--- config.mk ---
export PLATFORM = sky130hd
export DESIGN_NAME = symbol_renderer
export DESIGN_NICKNAME = d
export VERILOG_FILES = /design/src/rtl/symbol_renderer.sv
export SDC_FILE = /design/constraint.sdc
export NUM_CORES = 1
export LEC_CHECK = 0
export ABC_AREA = 1
export CAP_MARGIN = 20
export CORE_ASPECT_RATIO = 1.75
export CORE_UTILIZATION = 55
export DETAILED_ROUTE_END_ITERATION = 10
export PLACE_DENSITY = 0.95
export SLEW_MARGIN = 5
export SYNTH_ARGS = -nofsm -noshare
export SYNTH_HDL_FRONTEND = slang
export SYNTH_SLANG_ARGS = --single-unit
--- constraint.sdc ---
create_clock -name clock_25 -period 4.43 [get_ports clock_25]
set_clock_uncertainty 0.1 [all_clocks]
set_input_delay 0.6645 -clock clock_25 [delete_from_list [all_inputs] [get_ports clock_25]]
set_output_delay 0.6645 -clock clock_25 [all_outputs]
set_load 0.02 [all_outputs]
--- src/rtl/symbol_renderer.sv ---
// Renders one 5x5 cell of 2-bit pixel codes from a 50-bit symbol word as a valid/ready pixel stream.
// First pixel is offered two edges after start; pixels hold while pix_ready is low. Optional macro: SYMBOL_TRANSPARENT_EN.
module symbol_renderer #(
  parameter logic [11:0] PAL0 = 12'h000,
  parameter logic [11:0] PAL1 = 12'h0F0,
  parameter logic [11:0] PAL2 = 12'hF00,
  parameter logic [11:0] PAL3 = 12'hFFF
) (
  input  logic        clock_25,
  input  logic        reset,
  input  logic        start,
  input  logic [3:0]  start_figure,
  input  logic [4:0]  start_col,
  input  logic [4:0]  start_row,
  output logic [3:0]  selected_figure,
  input  logic [49:0] selected_symbol,
  output logic        busy,
  output logic        pix_valid,
  input  logic        pix_ready,
  output logic [7:0]  pix_x,
  output logic [7:0]  pix_y,
  output logic [11:0] pix_rgb,
  output logic        done
);

  typedef enum logic [2:0] {IDLE, WAIT, LOAD, STREAM, DONE} state_t;

  state_t      r_state;
  state_t      w_next;
  logic [3:0]  r_fig;
  logic [4:0]  r_col;
  logic [4:0]  r_row;
  logic [49:0] r_shift;
  logic [4:0]  r_idx;
  logic [2:0]  r_cx;
  logic [2:0]  r_cy;

  logic [1:0]  w_code;
  logic        w_capture;
  logic        w_load;
  logic        w_adv;
  logic        w_skip;

  assign w_code          = r_shift[49:48];
  assign selected_figure = r_fig;

  always_ff @(posedge clock_25) begin
    if (reset) r_state <= IDLE;
    else       r_state <= w_next;
  end

  always_comb begin
    w_next    = r_state;
    busy      = (r_state != IDLE);
    pix_valid = 1'b0;
    done      = 1'b0;
    w_capture = 1'b0;
    w_load    = 1'b0;
    w_adv     = 1'b0;
    w_skip    = 1'b0;
    case (r_state)
      IDLE: begin
        if (start) begin
          w_capture = 1'b1;
          w_next    = WAIT;
        end
      end
      WAIT: w_next = LOAD;
      LOAD: begin
        w_load = 1'b1;
        w_next = STREAM;
      end
      STREAM: begin
`ifdef SYMBOL_TRANSPARENT_EN
        w_skip = (w_code == 2'b00);
`endif
        pix_valid = !w_skip;
        // a skipped pixel advances on its own, without waiting for the consumer
        w_adv = w_skip | pix_ready;
        if (w_adv && (r_idx == 5'd24)) w_next = DONE;
      end
      DONE: begin
        done   = 1'b1;
        w_next = IDLE;
      end
      default: w_next = IDLE;
    endcase
  end

  always_ff @(posedge clock_25) begin
    if (reset) begin
      r_fig   <= '0;
      r_col   <= '0;
      r_row   <= '0;
      r_shift <= '0;
      r_idx   <= '0;
      r_cx    <= '0;
      r_cy    <= '0;
    end else begin
      if (w_capture) begin
        r_fig <= start_figure;
        r_col <= start_col;
        r_row <= start_row;
      end
      if (w_load) begin
        r_shift <= selected_symbol;
        r_idx   <= '0;
        r_cx    <= '0;
        r_cy    <= '0;
      end else if (w_adv) begin
        r_shift <= {r_shift[47:0], 2'b00};
        r_idx   <= r_idx + 5'd1;
        // column/row offsets tracked directly instead of dividing the index by 5
        if (r_cx == 3'd4) begin
          r_cx <= '0;
          r_cy <= r_cy + 3'd1;
        end else begin
          r_cx <= r_cx + 3'd1;
        end
      end
    end
  end

  always_comb begin
    pix_x   = '0;
    pix_y   = '0;
    pix_rgb = '0;
    if (r_state == STREAM) begin
      pix_x = {3'b000, r_col} * 8'd5 + {5'b00000, r_cx};
      pix_y = {3'b000, r_row} * 8'd5 + {5'b00000, r_cy};
      case (w_code)
        2'b00:   pix_rgb = PAL0;
        2'b01:   pix_rgb = PAL1;
        2'b10:   pix_rgb = PAL2;
        default: pix_rgb = PAL3;
      endcase
    end
  end

endmodule
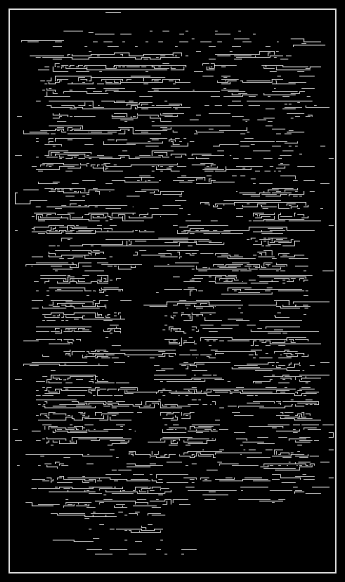
Figure 1: metal 1.
nets with wire on the layer: 753
longest straight run: 22.5 um

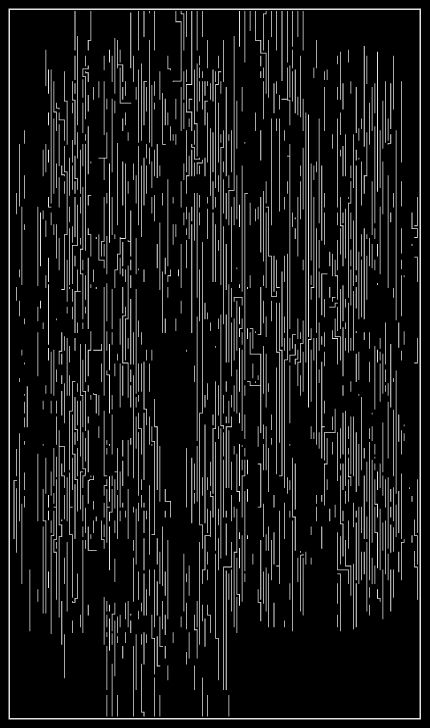
Figure 2: the metal 2 layer.
longest straight run: 43.2 um
nets with wire on the layer: 699
wire length on this layer: 6060 um

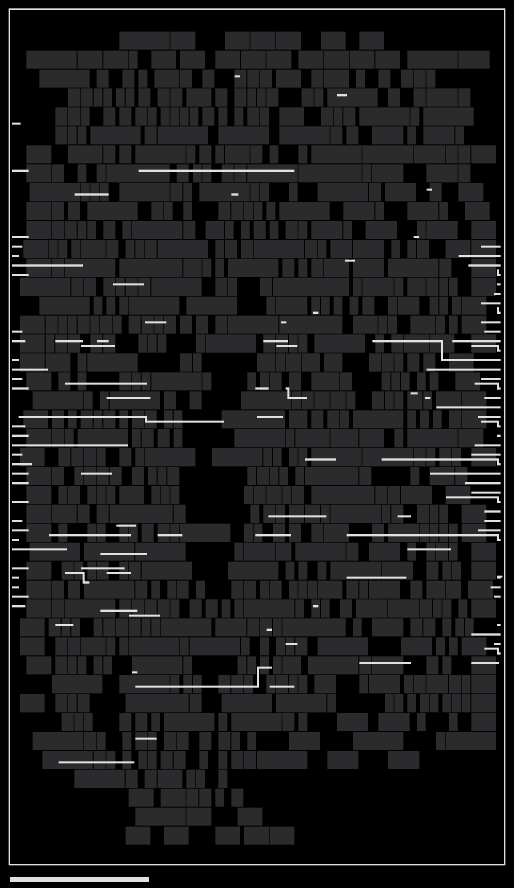
Figure 3: M3 wires.
Scale bar: 20 um.
share of all routed wire: 4.5%
main direction: horizontal
longest straight run: 22.1 um
wire length on this layer: 508 um
vias: 4709
GR Util met3: 4.43%
final WL: 11.3 mm

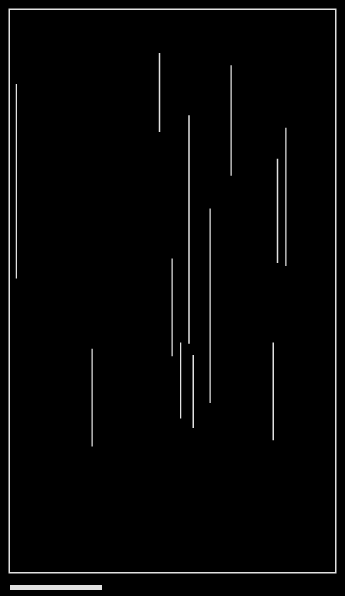
Figure 4: M4 wires.
Scale bar: 20 um.
main direction: vertical
nets with wire on the layer: 9
wire length on this layer: 322 um

==> flow_metrics.env <==
# physical design summary
export IMPL_min_period_ns=3.59
export IMPL_clk_pin_slew_ns=0.05
export IMPL_critPathTopFamily="adder cells"
export IMPL_fmax_ghz=0.279
export IMPL_combinationalPower_mw=0.538
export IMPL_violations="DRC"
export IMPL_rsz0062_at_grt="false"
export IMPL_pwr_share_comb_pct=26.1
export IMPL_area_growth_syn_to_layout_pct=26.5
export IMPL_first_iter_violations=264
export IMPL_synth_cells=683
export IMPL_syn_cell_area_sq_um=4580
export IMPL_clk_share_pct=5.23
export IMPL_synth_nets=788
export IMPL_met2_usage_pct=50.3
export IMPL_drt_drc_violations_left=10
export IMPL_taps=90
export IMPL_ant_nets=0
export IMPL_cts_resized=0
export IMPL_grt_busiest_layer="met2"
export IMPL_largest_register_ffs=50
export IMPL_dp_cells=830
export IMPL_pg_clk_mw=0.741
export IMPL_clkbuf_count=13
export IMPL_hold_viol=0
export IMPL_switchingPower_mw=0.644
export IMPL_maxCapViolCount=0
export IMPL_required_ns=3.67
export IMPL_yosys_cell_types_count=22
export IMPL_tns_ns=0
export IMPL_numCtsBuffers=9
export IMPL_dr_pass1_iters=8
export IMPL_run_status="finished with violations"
export IMPL_slew_violations=0
export IMPL_setup_viol=0
export IMPL_n_all_buffers=108
## cell families after synthesis
family / Yosys count / synth area share [%]
AOI/OAI and AO/OA: 108 / 11.9
xor gates and xnor gates: 4 / 0.765
adders and majority gates: 37 / 10.4
buffers and inverters: 100 / 9.91
DFF: 78 / 34.1
and+or+nand+nor: 356 / 32.9
## path summary, 6_finish.rpt
kind / cells past startpoint / endpoint / startpoint / slack [ns]
hold / removal: 2 / selected_figure[1] / selected_figure[1] / 0.36
hold reg to reg: 2 / selected_figure[1] / selected_figure[1] / 0.36
setup / recovery: 9 / pix_y[5] / r_row[0] / 0.84
setup reg to reg: 7 / r_cx[2] / r_state[1] / 1.67
